## config.mk

```make
export PLATFORM = sky130hd
export DESIGN_NAME = pwm_capture
export DESIGN_NICKNAME = d
export VERILOG_FILES = /design/src/rtl/pwm_capture_pkg.sv /design/src/rtl/pwm_capture_sync_edge.sv /design/src/rtl/pwm_capture.sv
export SDC_FILE = /design/constraint.sdc
export NUM_CORES = 1
export LEC_CHECK = 0
export CAP_MARGIN = 5
export CORE_UTILIZATION = 54
export CTS_CLUSTER_SIZE = 14
export DETAILED_ROUTE_END_ITERATION = 6
export PLACE_DENSITY_LB_ADDON = 0.2
export SYNTH_ARGS = -nofsm -noshare
export SYNTH_HDL_FRONTEND = slang
export SYNTH_SLANG_ARGS = --single-unit
```

## constraint.sdc

```tcl
create_clock -name clk -period 1.91 [get_ports clk]
set_input_delay 0.4775 -clock clk [delete_from_list [all_inputs] [get_ports clk]]
set_output_delay 0.4775 -clock clk [all_outputs]
set_load 0.05 [all_outputs]
```

## src/rtl/pwm_capture_pkg.sv

```systemverilog
`default_nettype none
// +--------------------------------------------------------------------------+
// | pwm_capture_pkg: shared types and constants for the PWM capture block.   |
// | Revision: 1.0                                                            |
// +--------------------------------------------------------------------------+
package pwm_capture_pkg;

    typedef logic [15:0] byte2_t;

    typedef enum logic [1:0] {
        WAIT_LOW = 2'd0,
        ARM      = 2'd1,
        HIGH     = 2'd2,
        LOW      = 2'd3
    } pwm_cap_state_t;

    localparam byte2_t CNT_MAX = 16'hFFFF;

endpackage
`default_nettype wire

```

## src/rtl/pwm_capture_sync_edge.sv

```systemverilog
`default_nettype none
// +--------------------------------------------------------------------------+
// | sync_edge: multi-flop synchronizer with delay flop and registered edges. |
// | Revision: 1.0                                                            |
// +--------------------------------------------------------------------------+
module sync_edge
    import pwm_capture_pkg::*;
#(
    parameter int STAGES = 2
) (
    input  logic clk,
    input  logic rst,
    input  logic din,
    output logic s,
    output logic rise,
    output logic fall
);

    logic [STAGES-1:0] r_sync;
    logic              r_s_d;
    logic              r_rise;
    logic              r_fall;
    logic              w_s_cur;

    assign w_s_cur = r_sync[STAGES-1];

    // Flops reset high so a high input at reset release never looks like a rise.
    always_ff @(posedge clk) begin
        if (!rst) begin
            r_sync <= '1;
            r_s_d  <= 1'b1;
            r_rise <= 1'b0;
            r_fall <= 1'b0;
        end else begin
            r_sync <= {r_sync[STAGES-2:0], din};
            r_s_d  <= w_s_cur;
            r_rise <= w_s_cur & ~r_s_d;
            r_fall <= ~w_s_cur & r_s_d;
        end
    end

    assign s    = r_s_d;
    assign rise = r_rise;
    assign fall = r_fall;

endmodule
`default_nettype wire

```

## src/rtl/pwm_capture.sv

```systemverilog
`default_nettype none
// +--------------------------------------------------------------------------+
// | pwm_capture: measures high/low widths of a PWM input once per period.    |
// | Revision: 1.0                                                            |
// +--------------------------------------------------------------------------+
module pwm_capture
    import pwm_capture_pkg::*;
#(
    parameter int SYNC_STAGES = 2
) (
    input  logic        clk,
    input  logic        rst,
    input  logic        en,
    input  logic        pulse_in,
    output logic [15:0] t_high,
    output logic [15:0] t_low,
    output logic        valid,
    output logic        ovf
);

    logic           w_s;
    logic           w_rise;
    logic           w_fall;
    pwm_cap_state_t r_state;
    byte2_t         r_cnt;
    byte2_t         r_hi_q;
    logic           r_sat;
    byte2_t         r_t_high;
    byte2_t         r_t_low;
    logic           r_valid;
    logic           r_ovf;

    sync_edge #(
        .STAGES (SYNC_STAGES)
    ) u_sync_edge (
        .clk  (clk),
        .rst  (rst),
        .din  (pulse_in),
        .s    (w_s),
        .rise (w_rise),
        .fall (w_fall)
    );

    always_ff @(posedge clk) begin
        if (!rst) begin
            r_state  <= WAIT_LOW;
            r_cnt    <= 16'd0;
            r_hi_q   <= 16'd0;
            r_sat    <= 1'b0;
            r_t_high <= 16'd0;
            r_t_low  <= 16'd0;
            r_valid  <= 1'b0;
            r_ovf    <= 1'b0;
        end else if (!en) begin
            r_state <= WAIT_LOW;
            r_cnt   <= 16'd0;
            r_valid <= 1'b0;
        end else begin
            r_valid <= 1'b0;
            // Phase counter restarts at 1 so an N-cycle phase reads back as N.
            if (w_rise || w_fall) begin
                r_cnt <= 16'd1;
            end else if (r_cnt == CNT_MAX) begin
                r_sat <= 1'b1;
            end else begin
                r_cnt <= r_cnt + 16'd1;
            end

            case (r_state)
                WAIT_LOW: begin
                    if (!w_s) begin
                        r_state <= ARM;
                    end
                end
                ARM: begin
                    if (w_rise) begin
                        r_sat   <= 1'b0;
                        r_state <= HIGH;
                    end
                end
                HIGH: begin
                    if (w_fall) begin
                        r_hi_q  <= r_cnt;
                        r_state <= LOW;
                    end
                end
                LOW: begin
                    if (w_rise) begin
                        r_t_high <= r_hi_q;
                        r_t_low  <= r_cnt;
                        r_ovf    <= r_sat;
                        r_valid  <= 1'b1;
                        r_sat    <= 1'b0;
                        r_state  <= HIGH;
                    end
                end
                default: begin
                    r_state <= WAIT_LOW;
                end
            endcase
        end
    end

    assign t_high = r_t_high;
    assign t_low  = r_t_low;
    assign valid  = r_valid;
    assign ovf    = r_ovf;

endmodule
`default_nettype wire

```

Figure 1. Metal layers overlaid.
Scale: 4 px per µm. Only two layers are drawn.
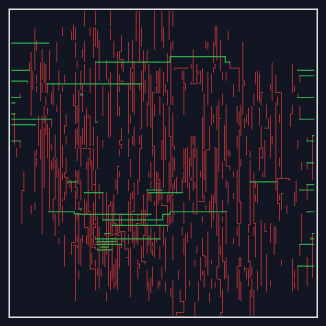
colour	layer	wire length
red	metal 2	2790 µm
green	metal 3	264 µm

Figure 2. Nets reached from selected ports.
Scale: 4 px per µm.
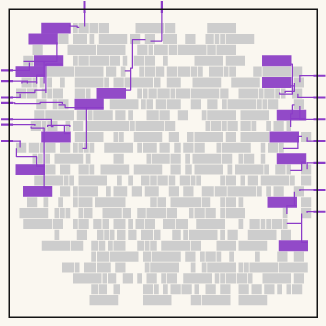
colour	port	bits	direction	end cells	wire
purple	t_high	16	output	16	283 µm
number of port buffers: 37
I/O pin total: 38

Figure 3. Pin map.
Scale: 6 px per µm. Pins as bars across the die edge, other pins in grey.
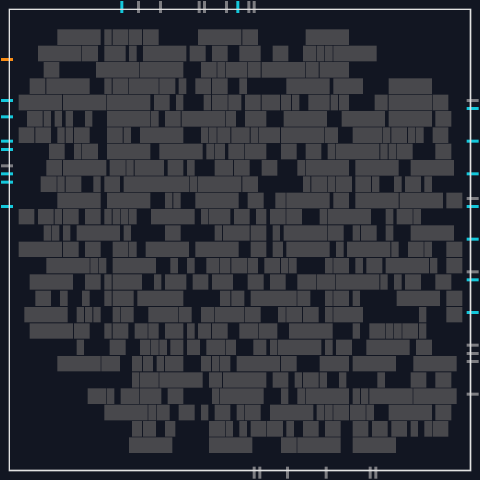
colour	port	pins	direction	edge
orange	clk	1	input	left
cyan	t_high	16	output	7 right, 7 left, 2 top
all pins by edge	14 right, 9 left, 9 top, 6 bottom

Figure 4. Placed standard cells.
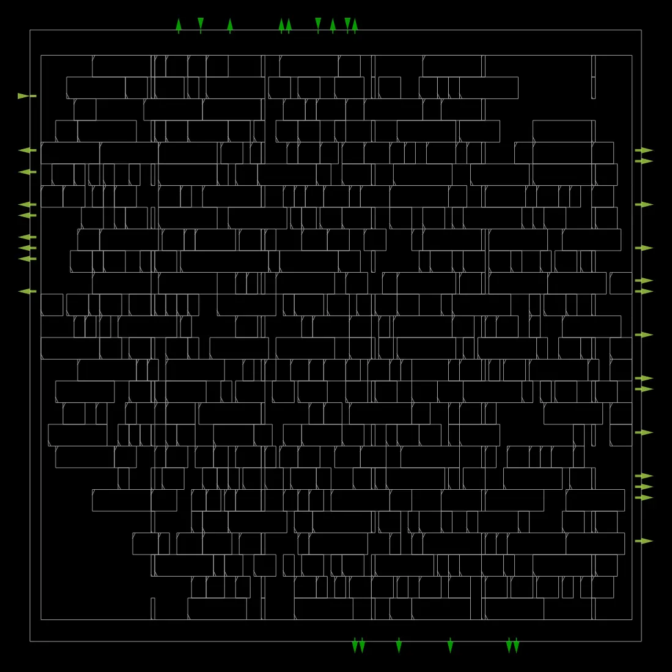
sequential cell count: 74
filler instances: 417
Site Rows: 26
fraction of area in registers: 40.8%
total core area: 5240 µm²

==> results.json <==
{
  "status": "finished, final reports clean",
  "routed_via_density": 5.28,
  "grt_antenna_before_repair": 0,
  "power.ir.vdd_worst_uv": 523,
  "layout.area.seq_um2": 1480,
  "grt_start_max_net_pins": 30,
  "slew-limit-headroom_pct": 67.8,
  "non_clock_buffer_area_share_pct": 12.8,
  "synth-edff-count": 0,
  "cp_num_cells": 6,
  "worst_hold_startpoint": "u_sync_edge.r_sync[0]$_SDFF_PN1_",
  "area_growth_pct": 20.6,
  "clock_latency_ns": 0.34,
  "die_height_um": 76.6,
  "synth.yosys.num_cells": 346,
  "finClkSkew_ns": 0.00898,
  "final_min_period_over_clock_period_pct": 82.4,
  "static-leakage-power_nw": 1.38,
  "die_w_um": 76.6,
  "synth_async_sr_flop_share_pct": 0,
  "area_fraction_in_full_adders_half_adders_and_majority_gates_pct": 0.416,
  "met2_capacity_usage_during_global_routing_pct": 36.8,
  "timing.rr.start": "r_cnt[0]$_SDFFE_PN0P_",
  "number_of_cells_on_the_worst_reg_to_reg_path": 6,
  "final_design_area_no_fill_um2": 3630,
  "final_nets": 397,
  "post-synth-top-area-fraction_pct": 49.3,
  "met3RoutedLength_um": 263,
  "hold-path-endpoint": "u_sync_edge.r_sync[1]$_SDFF_PN1_",
  "final.min_clock_period_ns": 1.57,
  "detail_route.wirelength.met1_mm": 2.86,
  "grt_first_pass_wirelength_mm": 10.6,
  "comb-cell-share_pct": 38.0,
  "yosys.cell_types.count": 42,
  "ys_ff": 74,
  "yosys.area_share.aoi_pct": 17.6,
  "hold_path_class": "flip-flop to flip-flop",
  "combinationalPowerShare_pct": 2.6,
  "power.clock.fraction_pct": 42.8,
  "mi_logic_area_um2": 1380,
  "place_hpwl_mm": 4.32,
  "comb_cells": 245,
  "chip_area_um2": 5870,
  "tool_warnings": 26,
  "inv_count": 3,
  "post_route_insts_no_fill": 467,
  "powerClk_mw": 1.22,
  "slew_violations": 0,
  "post_place_cell_area_um2": 3420,
  "grt-ovfl-total": 0,
  "grt_busiest_layer": "met2",
  "powerSeq_mw": 1.55,
  "largest_area_cell": "dfxtp_1",
  "sum_of_buffers_and_inverters_on_the_critical_path": 1,
  "groute.usage.overall_pct": 22.5,
  "placed_cells_incl_taps": 451,
  "synthCells": 346,
  "timing.hold.ws_ns": 0.430,
  "required_time_worst_endpoint_ns": 2.18,
  "wirelength_per_cell_um": 12.9,
  "synth.area.mux_share_pct": 1.33
}
Power and IR drop assume default switching activity.
